## config.mk

```make
export PLATFORM = sky130hd
export DESIGN_NAME = regfile_writeback
export DESIGN_NICKNAME = d
export VERILOG_FILES = /design/src/rtl/regfile_writeback_pkg.sv /design/src/rtl/regfile_writeback_fifo.sv /design/src/rtl/regfile_writeback.sv
export SDC_FILE = /design/constraint.sdc
export NUM_CORES = 1
export LEC_CHECK = 0
export ABC_AREA = 1
export CELL_PAD_IN_SITES_DETAIL_PLACEMENT = 2
export CELL_PAD_IN_SITES_GLOBAL_PLACEMENT = 2
export CORE_MARGIN = 3
export CORE_UTILIZATION = 31
export CTS_CLUSTER_DIAMETER = 200
export DETAILED_ROUTE_END_ITERATION = 8
export GPL_TIMING_DRIVEN = 1
export PLACE_DENSITY = 0.91
export REMOVE_ABC_BUFFERS = 1
export SYNTH_ARGS = -nofsm -noshare
export SYNTH_HDL_FRONTEND = slang
export SYNTH_SLANG_ARGS = --single-unit
```

## constraint.sdc

```tcl
create_clock -name clk -period 3.52 [get_ports clk]
set_input_delay 0.704 -clock clk [delete_from_list [all_inputs] [get_ports clk]]
set_output_delay 0.704 -clock clk [all_outputs]
set_load 0.05 [all_outputs]
```

## src/rtl/regfile_writeback_pkg.sv

```systemverilog
// Shared core types for the writeback stage: default widths and the buffered
// load-result entry.
package regfile_writeback_pkg;

  localparam int WB_ADDR_W = 5;
  localparam int WB_DATA_W = 32;

  typedef struct packed {
    logic [WB_ADDR_W-1:0] rd;
    logic [WB_DATA_W-1:0] data;
  } wb_entry_t;

endpackage

```

## src/rtl/regfile_writeback_fifo.sv

```systemverilog
// Synchronous FIFO of load-result entries with a registered occupancy count.
// The head reads from storage, so a pushed entry is visible one cycle later.
module wb_fifo
  import regfile_writeback_pkg::*;
#(
  parameter int DEPTH = 2
) (
  input  logic      clk,
  input  logic      rst,
  input  logic      push_i,
  input  wb_entry_t push_data_i,
  input  logic      pop_i,
  output wb_entry_t head_o,
  output logic      empty_o,
  output logic      full_o
);

  localparam int PTR_W = $clog2(DEPTH);
  localparam int CNT_W = PTR_W + 1;

  wb_entry_t        mem_q [DEPTH];
  logic [PTR_W-1:0] wr_ptr_q, wr_ptr_d;
  logic [PTR_W-1:0] rd_ptr_q, rd_ptr_d;
  logic [CNT_W-1:0] count_q, count_d;

  assign head_o  = mem_q[rd_ptr_q];
  assign empty_o = (count_q == '0);
  assign full_o  = (count_q == CNT_W'(DEPTH));

  always_comb begin
    wr_ptr_d = wr_ptr_q;
    rd_ptr_d = rd_ptr_q;
    count_d  = count_q;
    if (push_i) wr_ptr_d = wr_ptr_q + 1'b1;
    if (pop_i)  rd_ptr_d = rd_ptr_q + 1'b1;
    case ({push_i, pop_i})
      2'b10:   count_d = count_q + 1'b1;
      2'b01:   count_d = count_q - 1'b1;
      default: count_d = count_q;
    endcase
  end

  always_ff @(posedge clk) begin
    if (rst) begin
      wr_ptr_q <= '0;
      rd_ptr_q <= '0;
      count_q  <= '0;
    end else begin
      wr_ptr_q <= wr_ptr_d;
      rd_ptr_q <= rd_ptr_d;
      count_q  <= count_d;
    end
  end

  // Storage carries data only and is never reset.
  always_ff @(posedge clk) begin
    if (push_i) mem_q[wr_ptr_q] <= push_data_i;
  end

endmodule

```

## src/rtl/regfile_writeback.sv

```systemverilog
// Register-file writeback arbiter: ALU results win, buffered load results fill
// idle cycles, and a pending bitvector tracks outstanding load destinations.
module regfile_writeback
  import regfile_writeback_pkg::*;
#(
  parameter int ADDR_WIDTH = WB_ADDR_W,
  parameter int DATA_WIDTH = WB_DATA_W,
  parameter int FIFO_DEPTH = 2
) (
  input  logic                  clk,
  input  logic                  rst,
  input  logic                  alu_valid_i,
  input  logic [ADDR_WIDTH-1:0] alu_rd_i,
  input  logic [DATA_WIDTH-1:0] alu_data_i,
  input  logic                  lsu_valid_i,
  output logic                  lsu_ready_o,
  input  logic [ADDR_WIDTH-1:0] lsu_rd_i,
  input  logic [DATA_WIDTH-1:0] lsu_data_i,
  input  logic                  issue_valid_i,
  input  logic [ADDR_WIDTH-1:0] issue_rd_i,
  output logic                  issue_ready_o,
  input  logic [ADDR_WIDTH-1:0] raddr_a_i,
  input  logic [ADDR_WIDTH-1:0] raddr_b_i,
  output logic                  busy_a_o,
  output logic                  busy_b_o,
  output logic                  we_a_o,
  output logic [ADDR_WIDTH-1:0] waddr_a_o,
  output logic [DATA_WIDTH-1:0] wdata_a_o
);

  localparam int NREGS = 2 ** ADDR_WIDTH;

  wb_entry_t             push_entry, head;
  logic                  fifo_empty, fifo_full;
  logic                  lsu_push, lsu_pop, issue_fire;
  logic [ADDR_WIDTH-1:0] head_rd;
  logic [NREGS-1:0]      pending_q, pending_d;
  logic                  we_q, we_d;
  logic [ADDR_WIDTH-1:0] waddr_q, waddr_d;
  logic [DATA_WIDTH-1:0] wdata_q, wdata_d;

  assign push_entry.rd   = WB_ADDR_W'(lsu_rd_i);
  assign push_entry.data = WB_DATA_W'(lsu_data_i);
  assign head_rd         = ADDR_WIDTH'(head.rd);

  assign lsu_ready_o   = !fifo_full;
  assign lsu_push      = lsu_valid_i && lsu_ready_o;
  assign lsu_pop       = !alu_valid_i && !fifo_empty;
  assign issue_ready_o = !pending_q[issue_rd_i] || (issue_rd_i == '0);
  assign issue_fire    = issue_valid_i && issue_ready_o && (issue_rd_i != '0);
  assign busy_a_o      = pending_q[raddr_a_i];
  assign busy_b_o      = pending_q[raddr_b_i];

  wb_fifo #(.DEPTH(FIFO_DEPTH)) u_fifo (
    .clk         (clk),
    .rst         (rst),
    .push_i      (lsu_push),
    .push_data_i (push_entry),
    .pop_i       (lsu_pop),
    .head_o      (head),
    .empty_o     (fifo_empty),
    .full_o      (fifo_full)
  );

  always_comb begin
    we_d    = 1'b0;
    waddr_d = waddr_q;
    wdata_d = wdata_q;
    if (alu_valid_i) begin
      we_d    = (alu_rd_i != '0);
      waddr_d = alu_rd_i;
      wdata_d = alu_data_i;
    end else if (lsu_pop) begin
      we_d    = (head_rd != '0);
      waddr_d = head_rd;
      wdata_d = DATA_WIDTH'(head.data);
    end
  end

  // A new issue to a register being retired in the same cycle must stay pending,
  // so the set is applied after the clear.
  always_comb begin
    pending_d = pending_q;
    if (lsu_pop)    pending_d[head_rd]    = 1'b0;
    if (issue_fire) pending_d[issue_rd_i] = 1'b1;
    pending_d[0] = 1'b0;
  end

  always_ff @(posedge clk) begin
    if (rst) begin
      pending_q <= '0;
      we_q      <= 1'b0;
      waddr_q   <= '0;
      wdata_q   <= '0;
    end else begin
      pending_q <= pending_d;
      we_q      <= we_d;
      waddr_q   <= waddr_d;
      wdata_q   <= wdata_d;
    end
  end

  assign we_a_o    = we_q;
  assign waddr_a_o = waddr_q;
  assign wdata_a_o = wdata_q;

endmodule

```

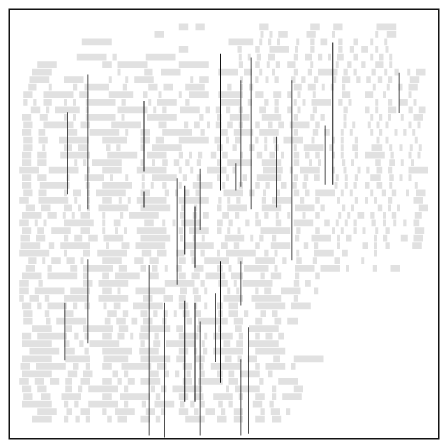
**Above:** met4 routing.
nets with wire on the layer	25
main direction	vertical
share of all routed wire	3.1%
wire length on this layer	962 µm
longest straight run	64.6 µm

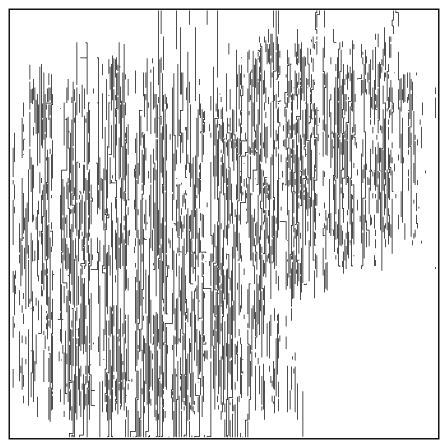
**Above:** M2 wires.
main direction	vertical
wire length on this layer	15,600 µm
share of all routed wire	51%
met2 usage: 0.443
WL final: 30.6 mm
Via Count: 6,767

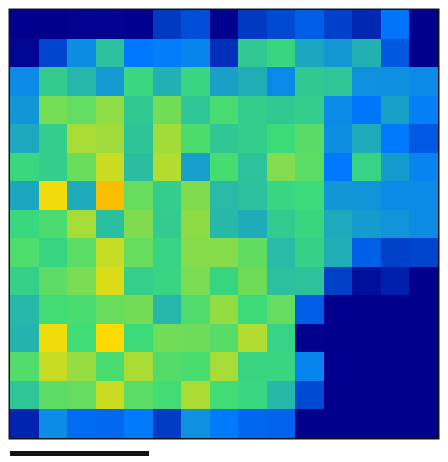
**Above:** placement density heat map.
Bar = 50 µm. The die is cut into 15 by 15 equal tiles; dark blue is low, red is high, 0 to 100% covered.
emptiest ninth of the die	south-east
fullest tile	79%
densest ninth of the die	west
nearly empty tiles	14%
mean over tiles	37%
tiles over 75% full	0.90%

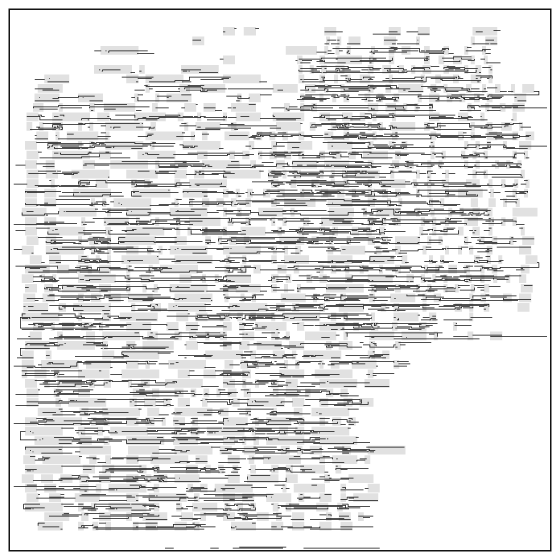
**Above:** M1 wires.
longest straight run	38.6 µm
wire length on this layer	11,800 µm
nets with wire on the layer	915
main direction	horizontal
share of all routed wire	39%

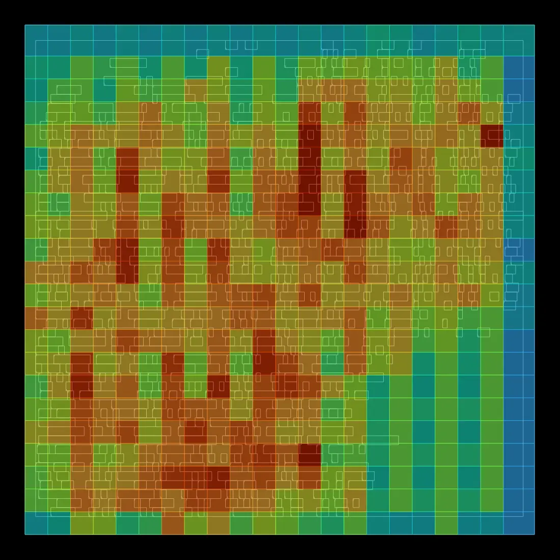
**Above:** track usage over the die.
GR Util met1: 0.294
met3 Usage GRT: 0.0683
Total GRT Usage: 0.252
Wirelength per Cell: 25.8 µm

==> flow_summary.toml <==
# synthesis and place-and-route metrics
[synthesis]
synthAoiAreaFrac = 0.194
synth.most_common_cell = "nand2_1"
ys_area_um2 = 6820
postSynth.asyncResetShare = 0
postSynthCellCount = 773
synthTopCellsByCount = "nand2_1, a21oi_1, nor2_1"
synth-adder-area-share = 0.00183
netlist.area_leader.share = 0.326
synthesis.area_um2 = 6820
top_area_cell = "edfxtp_1"
syn_area_per_cell_um2 = 8.82
ys_warn_count = 0
ys_cells = 773
xor_area_frac = 0
synth_seq_share = 0.543
synth-edff-count = 74
ys.flop_type = "edfxtp_1"
synth.cellmix.simpleShare = 0.203
synth_cell_types = 36
synthMuxAreaShare = 0.00294
ys_seq_elements = 148
ys_top_logic_family = "simple AND/OR/NAND/NOR gates"
topCellsByArea = "edfxtp_1, dfxtp_1, nand2_1"

[floorplanning]
rows = 53
fp_util = 0.320
ioPinCount = 136
chipArea_um2 = 23800
core-area_um2 = 21300
die_h_um = 154
die_w_um = 154

[final_layout]
layout.nets = 993
area_growth_pct = 32.9
drive_above_1_share = 0.0944
finalNonFillerCells = 1189
final_area_um2 = 9060
finish.utilization = 0.426

[global_route]
antenna_found_initial = 4
grt_first_pass_wirelength_mm = 46.0
grt_max_degree = 48
grt_overflow_total = 0
grt_pass1_vias = 7558

[timing]
fmax_mhz = 308
worst_slew_pin_slew_ns = 0.917
setup_viol = 0
min_period_over_period = 0.922
worst_slack_ns = 0.275
relSlewSlack = 0.388
tns_ns = 0
whs_ns = 0.476
hold_viol = 0
clock_skew_ns = 0.0100
rsz0062_at_grt = "false"
slew_violations = 0
period_needed_ns = 3.25

[worst_setup_path]
endpoint_kind = "output port"
crit_path_max_fanout = 18
reg2reg_depth = 8
cp-endpoint = "issue_ready_o"
r2r_setup_slack_ns = 1.08
critPathLaunch = "issue_rd_i[0]"
critPathLaunchType = "input port"
reg2reg_to = "pending_q[1]$_SDFF_PP0_"
cp.arrival_ns = 2.54
crit_type = "input port to output port"
crit_required_ns = 2.82

[placement]
placed_area_um2 = 8440
dp_hpwl_mm = 19.2
place_ws_ns = 0.324
dp_cells = 1154
io_buffer_count = 135
gp_congestion = 0.819

[clocking]
htreeDepth = 4
cts-root-buf = "clkbuf_16"
clock_path_buffers = 2
cts.hold.buffers_added = 0
clkLatencyLatePin_ns = 0.44
cts_setup_buffers = 0
cts_buffers = 17
clk_pin_slew_ns = 0.06
tritoncts = "built"
clock-sinks = 148
cts_resized = 0

[worst_hold_path]
min_from = "u_fifo.rd_ptr_q$_SDFFE_PP0N_"
hold_path_depth = 1
hold_end = "u_fifo.rd_ptr_q$_SDFFE_PP0N_"
hold_class = "register to register"

[power]
p_leak_nw = 3.27
totalPowerFinal_mw = 5.53
irDropWorstVdd_uv = 364
power_per_cell_area_nw_per_um2 = 611

[route]
first_pass_iters = 5
viasPerCell = 5.69
drtAntennaViolNets = 0
drt_iter0_drc = 529
drc = 0

[run_status]
run_status = "finished clean"

[run]
log.warning_count = 25
max_cap_viol_count = 0
==> report_power, final <==
group	internal [mW]	switching [mW]	leakage, nW	total [mW]
Sequential	2.02	0.110	1.30	2.13
Clock	1.18	0.791	0.286	1.97
Combinational	0.445	0.991	1.69	1.44
Total	3.64	1.89	3.27	5.53
==> worst max-delay path, stage by stage <==
cell and delay, ns:
clkdlybuf4s50_1 0.46, inv_4 0.19, nor2_1 0.11, nand2_1 0.07, nand3_1 0.07, nand2_1 0.06
nand2_1 0.10, nor4_1 0.56, buf_12 0.21
==> flip-flops by register name, summed over array words and instances (netlist names), named ones only <==
register	flops
u_fifo.wr_ptr_q	1
u_fifo.mem_q	74
u_fifo.rd_ptr_q	1
pending_q	31
we_a_o	1
wdata_a_o	32
waddr_a_o	5
u_fifo.count_q	2
==> layout make-up <==
| class | count | area (µm²) |
|---|---|---|
| Fill cell | 2314 | 12200 |
| Antenna cell | 3 | 7.51 |
| Sequential cell | 148 | 3700 |
| Inverter | 41 | 156 |
| Multi-Input combinational cell | 541 | 2750 |
| Clock buffer | 17 | 425 |
| Tap cell | 275 | 344 |
| Timing Repair Buffer | 149 | 1480 |
| Clock inverter | 15 | 189 |
==> placed cells by master (no fill, tap or decap), types with 14 or more instances in the layout <==
master	count
a21oi_1	90
buf_4	14
clkbuf_16	17
clkdlybuf4s50_1	131
dfxtp_1	74
edfxtp_1	74
inv_1	38
nand2_1	123
nand3_1	22
nand4_1	31
nor2_1	84
o211ai_1	24
o21ai_0	83
or2_2	23
==> layer usage <==
| layer | wire (µm) | GRT usage | vias to the layer above |
|---|---|---|---|
| met5 | 13 | 0 | - |
| met4 | 962 | 0.0959 | 2 |
| met3 | 2200 | 0.0683 | 65 |
| met2 | 15600 | 0.443 | 255 |
| met1 | 11800 | 0.294 | 3438 |
| li1 | - | - | 3007 |
Power is estimated from default activity; no workload was simulated.
